**Run 1: wiring by layer**

Drawn at 1.5 px/micron.
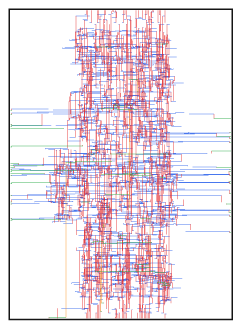
**Run 1: track usage over the die**

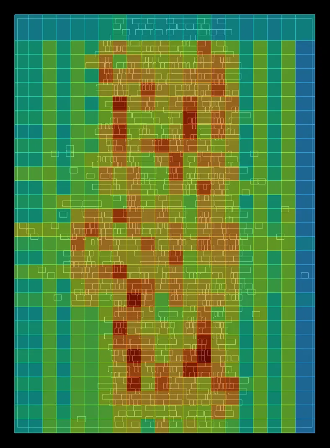
**Run 1: clock wires, drivers and flops**

Drawn at 2 px/micron.
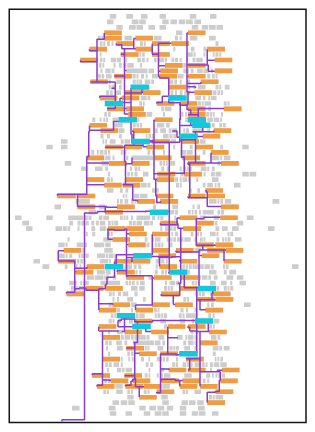
Design spike_volley_encoder, sky130hd; sources not shown.
==> GITHUB_STEP_SUMMARY, run 1 <==
### Metrics collected by this job

| Metric | Value |
|---|---|
| Synth Net Count | `851` |
| Slew Limit Fails | `0` |
| Cell-internal power | `0.00442 W` |
| Yosys cell count | `778` |
| Die height | `206 microns` |
| Fp util | `25.4%` |
| Synth area leader | `dfrtp_1` |
| Setup crit end kind | `register` |
| Std cell rows | `74` |
| Synth cell types | `39` |
| Combinational power share | `37.0%` |
| Hold bufs inserted after CTS | `0` |
| Final Hold Fails | `0` |
| Post-synth EDFFs | `0` |
| Chip area | `30400 sq um` |
| Sequential share of the synthesized area | `52.3%` |
| Max Root-Sink Buffers | `2` |
| Cycle use final | `60.9%` |
| WL/cell | `16.0 microns` |
| Iter 0 DRT Violations | `414` |
| Slew headroom | `29.2%` |
| WP data arrival | `2.82 ns` |
| Async SR Flop Fraction | `100%` |
| RePlAce Congestion | `0.773` |
| Antenna violations before repair | `0` |
| N_diodes | `0` |
| Cell count after placement | `1205` |
| Tool Warnings | `32` |
| Via/cell ratio | `4.69` |
| Leakage | `3.96 nW` |
| Tightest Pin Transition | `1.06 ns` |
| Final nets | `917` |
| MaxCap Viol Count | `0` |
| DRC | `0` |
| Dominant register cell | `dfrtp_1` |
| Post-synth area from yosys stat | `7420 sq um` |
| Synth warn | `0` |
| Sw Ratio | `37.3%` |
| WHS | `0.0928 ns` |
| Crit path max fanout | `16` |
| # clock sinks | `155` |
| ANT nets after route | `0` |
| Post-CTS Setup Bufs | `0` |
| CP Launch Type | `register` |
| Clock transition at the registers of the reported paths | `0.06 ns` |
| Pwr Density | `762 nW/um^2` |
| Setup slack after placement | `1.53 ns` |
| Setup TNS | `0 ns` |
| Floorplan core area | `29200 sq um` |
| Share of cells above drive strength 1 | `7.83%` |
| WP data required | `4.40 ns` |
| Area Overhead vs Synth | `24.6%` |
| Post-CTS Resized | `0` |
| Area leader share | `51.9%` |
| CTS tree | `done` |
| HPWL after detailed placement | `12.8 mm` |
| Fmax | `406 MHz` |
| Root buffer cell | `clkbuf_16` |
| Synth Cell Area | `7420 sq um` |
| Setup CP Type | `reg2reg` |
| Largest net degree at the start of global routing | `113` |
| Ports | `91` |
| Port bufs | `90` |
| Seq pwr share | `40.0%` |
| R2R cell count | `6` |
| CTS H-tree lvls | `4` |
| Non-Filler Instances | `1236` |
| Yosys reg bits | `155` |
| Setup-failing EPs final | `0` |
| Avg Inst Size Synth | `9.54 sq um` |
| Status | `finished clean` |
| Final min period | `2.46 ns` |
| Largest cells by area after synthesis | `dfrtp_1 52%, o21ai_0 8.9%, nand2_1 6.8%` |
| Top cell excl fill/tap | `dfrtp_1` |
| R2R setup slack | `1.59 ns` |
| Worst VDD drop | `0.335 mV` |
| First-pass GRT wire length | `32.3 mm` |
| Unrepaired setup endpoints after global routing | `no` |
| Worst hold path type | `in2async` |
| Most common logic cells in the final layout | `154 x dfrtp_1, 133 x nand2_1, 132 x o21ai_0` |
| Die Wd | `148 microns` |
| Psw | `0.00263 W` |
| GRT Residual Overflow | `0` |
| Number of global-route vias before repair | `5873` |
| Drt pass-1 iters | `5` |
| Cells after synthesis | `778` |
| Final worst slack | `1.59 ns` |
| Routed WL | `19.8 mm` |
| Num CTS Buffers | `17` |
## Picture notes: 'wiring by layer'
| colour | layer | wire length |
|---|---|---|
| orange | metal 4 | 280 microns |
| red | metal 2 | 9870 microns |
| green | metal 3 | 703 microns |
| blue | metal 1 | 8900 microns |
Tot GR Track Use: 14.2%
routed vias: 5792

## Picture notes: 'track usage over the die'
Util after Layout: 31.7%
met2 Track Usage GR: 23.0%

## Picture notes: 'clock wires, drivers and flops'
[purple] clock wires | length: 1960 microns
[cyan] clock drivers | count: 17
[orange] flip-flops | count: 155
routed clock nets: 18
Clock Skew: 0.00867 ns
Clock Power Share: 23.0%
Clock Latency Late Sink: 0.42 ns

[run 1: power groups by stage]
stage          combinational (W)  sequential [W]  clock (W)
6_report                 0.00261         0.00282    0.00162
5_1_grt                  0.00296         0.00291    0.00172
4_1_cts                  0.00265         0.00282    0.00166
3_5_place_dp             0.00264         0.00284          0
3_3_place_gp             0.00259         0.00283          0
2_1_floorplan            0.00188         0.00276          0
[run 1: per-layer routing]
metal | vias up | share of wire, % | GRT usage, % | wire length (microns)
met5 | - | 0 | - | 0
met4 | 0 | 1.4 | 5.74 | 280
met3 | 17 | 3.6 | 2.63 | 702
met2 | 110 | 50 | 23.0 | 9870
met1 | 2850 | 45 | 17.3 | 8900
li1 | 2815 | - | - | -
[run 1: synth_stat cells (all sizes together) (17+ instances only)]
cell,count
xnor2,33
clkbuf,23
nand2,134
o21ai,133
buf,29
mux2i,17
nand4,17
dfrtp,154
a21oi,57
nand3,19
nor2,53
a211o,17
[run 1: cells by family after synthesis]
group	count (synthesis)	synth area share [%]
simple gates	263	16.1
flops	155	52.3
fa+ha+maj	6	1.01
xor+xnor	49	6.44
mux	33	4.72
compound gates	214	15.6
buf+inv	58	3.84
[run 1: worst max-delay path, cell delays in order, from the launching register on]
cell and delay, ns:
dfrtp_1 0.44, inv_1 0.10, ha_1 0.49, and4b_1 0.99
nand2_1 0.13, o21ai_0 0.13, a211o_1 0.12
[run 1: cell type report]
class                           instances  area [sq um]
Fill cell                            2975         19900
Inverter                                6          22.5
Clock buffer                           20           457
Clock inverter                         11           145
Timing Repair Buffer                   99           995
Sequential cell                       155          3880
Tap cell                              380           475
Multi-Input combinational cell        565          3270
[run 1: through the flow]
step                instance area [sq um]  total power (W)
CTS                                  9250          0.00712
floorplan                            7420          0.00464
global route                         9250          0.00759
finish                               9250          0.00705
detailed placement                   8650          0.00548
global placement                     8650          0.00542
**Run 1: M3 wires**

Drawn at 1.5 px/micron. Cells faint in the background.
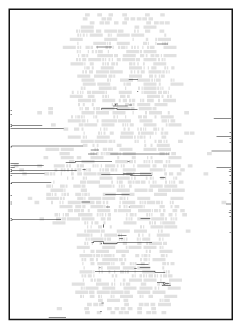

==> run 1 -> run 2 <==
Clock period 4.05 ns to 2.3 ns, I/O delays scaled along.
**Run 2: M3 wires**

Drawn at 1.5 px/micron. Cells faint in the background.
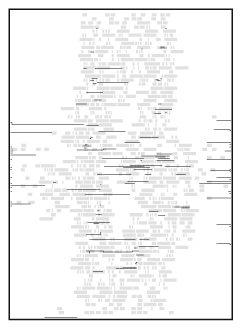
share of all routed wire: 4.6%
longest straight run: 47.6 microns
routed vias: 6070
met3 global-route usage: 2.89%

==> GITHUB_STEP_SUMMARY, run 2 <==
### Metrics collected by this job

| Metric | Value |
|---|---|
| Yosys reg bits | `155 (unchanged)` |
| # clock sinks | `155 (unchanged)` |
| R2R setup slack | `0.56 ns (was 1.59 ns)` |
| Largest cells by area after synthesis | `dfrtp_1 52%, o21ai_0 8.9%, nand2_1 6.8% (unchanged)` |
| WP data required | `2.61 ns (was 4.40 ns)` |
| Final min period | `1.74 ns (was 2.46 ns)` |
| WL/cell | `16.8 microns (was 16.0 microns)` |
| Tool Warnings | `31 (was 32)` |
| Yosys cell count | `778 (unchanged)` |
| Setup CP Type | `reg2reg (unchanged)` |
| Synth cell types | `39 (unchanged)` |
| R2R cell count | `7 (was 6)` |
| RePlAce Congestion | `0.773 (about the same)` |
| Top-count cell post-synth | `dfrtp_1 (unchanged)` |
| MaxCap Viol Count | `0 (unchanged)` |
| Fp util | `25.4% (unchanged)` |
| Drt pass-1 iters | `5 (unchanged)` |
| Combinational power share | `39.2% (was 37.0%)` |
| Worst VDD drop | `0.548 mV (was 0.335 mV)` |
| Sw Ratio | `36.6% (was 37.3%)` |
| Std cell rows | `74 (unchanged)` |
| Synth warn | `0 (unchanged)` |
| Setup slack after placement | `0.167 ns (was 1.53 ns)` |
| Max Root-Sink Buffers | `2 (unchanged)` |
| Top cell excl fill/tap | `dfrtp_1 (unchanged)` |
| Avg Inst Size Synth | `9.54 sq um (unchanged)` |
| Root buffer cell | `clkbuf_16 (unchanged)` |
| Tot GR Track Use | `14.3% (was 14.2%)` |
| Post-synth top cells | `154 x dfrtp_1, 134 x nand2_1, 132 x o21ai_0 (unchanged)` |
| Dominant register cell | `dfrtp_1 (unchanged)` |
| Via/cell ratio | `4.78 (was 4.69)` |
| DRC | `0 (unchanged)` |
| Area leader share | `51.9% (unchanged)` |
| Port bufs | `90 (unchanged)` |
| Async SR Flop Fraction | `100% (unchanged)` |
| Cell-internal power | `0.00838 W (was 0.00442 W)` |
| Cells after synthesis | `778 (unchanged)` |
| Number of global-route vias before repair | `6015 (was 5873)` |
| ANT nets after route | `0 (unchanged)` |
| Floorplan core area | `29200 sq um (unchanged)` |
| Clock Latency Late Sink | `0.43 ns (was 0.42 ns)` |
| Setup crit end kind | `register (unchanged)` |
| Synth Net Count | `851 (unchanged)` |
| Slew Limit Fails | `0 (unchanged)` |
| CTS H-tree lvls | `4 (unchanged)` |
| Synth Cell Area | `7420 sq um (unchanged)` |
| Antenna violations before repair | `0 (unchanged)` |
| Routed WL | `21.3 mm (was 19.8 mm)` |
| Non-Filler Instances | `1269 (was 1236)` |
| Largest net degree at the start of global routing | `56 (was 113)` |
| Setup TNS | `0 ns (unchanged)` |
| Status | `finished clean (unchanged)` |
| CTS tree | `done (unchanged)` |
| WP data arrival | `2.05 ns (was 2.82 ns)` |
| Die Wd | `148 microns (unchanged)` |
| Die height | `206 microns (unchanged)` |
| Chip area | `30400 sq um (unchanged)` |
| Seq pwr share | `37.6% (was 40.0%)` |
| Cell count after placement | `1220 (was 1205)` |
| Sequential share of the synthesized area | `52.3% (unchanged)` |
| HPWL after detailed placement | `13.6 mm (was 12.8 mm)` |
| Leakage | `4.21 nW (was 3.96 nW)` |
| First-pass GRT wire length | `32.4 mm (was 32.3 mm)` |
| Final worst slack | `0.558 ns (was 1.59 ns)` |
| Iter 0 DRT Violations | `489 (was 414)` |
| Setup-failing EPs final | `0 (unchanged)` |
| Psw | `0.00484 W (was 0.00263 W)` |
| CP Launch Type | `register (unchanged)` |
| Final Hold Fails | `0 (unchanged)` |
run 2: cell counts after synthesis:
Identical to the previous run, type by type.
run 2: cell type report:
class	instances	area, sq um
clock buffers	22	484
clock inverters	10	163
fillers	2948	19300
inverters	6	22.5
multi-input cells	567	3360
flip-flops and latches	155	3880
well taps	380	475
repair buffers	129	1440
run 2: metrics by stage:
step	instance area, sq um	hold slack [ns]	power (W)
finish	9830	0.298	0.0132
floorplan	7430	-0.0656	0.00817
global placement	8870	0.198	0.00979
CTS	9620	0.305	0.0131
global route	9830	0.350	0.0141
detailed placement	8870	0.198	0.00989
run 2: what timing repair did:
action                                  in CTS  in global routing
resized                                     10                 20
hold endpoints to repair                    42                  0
hold buffers                                 1                  0
buffers inserted                             8                  3
endpoints found under the setup margin      96                 98
pin swaps                                    2                  1
cloned                                       1                  4
run 2: layer usage:
| layer | GRT usage [%] | wire (microns) | up-vias |
|---|---|---|---|
| li1 | - | - | 2888 |
| met1 | 16.7 | 9210 | 2986 |
| met2 | 23.9 | 10600 | 162 |
| met3 | 2.89 | 979 | 34 |
| met4 | 6.04 | 534 | 0 |
| met5 | - | 0 | - |
run 2: power groups by stage:
stage / sequential [W] / combinational [W] / clock (W)
floorplan: 0.00486 / 0.00331 / 0
global placement: 0.00498 / 0.00481 / 0
detailed placement: 0.00500 / 0.00489 / 0
CTS: 0.00496 / 0.00502 / 0.00313
global route: 0.00512 / 0.00573 / 0.00322
finish: 0.00497 / 0.00519 / 0.00306
run 2: kinds of logic (layout without fill, tap and decap cells):
| group | after synthesis | count (layout) | share of synthesized area [%] |
|---|---|---|---|
| flip-flops | 155 | 155 | 52.3 |
| buffers and inverters | 58 | 167 | 3.84 |
| adder cells (fa/ha/maj) | 6 | 6 | 1.01 |
| AND-OR/OR-AND | 214 | 215 | 15.6 |
| multiplexers | 33 | 33 | 4.72 |
| AND/OR/NAND/NOR | 263 | 264 | 16.1 |
| XOR/XNOR | 49 | 49 | 6.44 |
run 2: worst max-delay path: stages, from the launching register on:
cell and delay (ns):
dfrtp_2 0.44, inv_1 0.12, ha_4 0.24, buf_4 0.16, nand4b_2 0.10, buf_8 0.20
nor3_1 0.09, a211o_1 0.26
Power figures rest on the tool's default switching activity, not on a simulated workload.
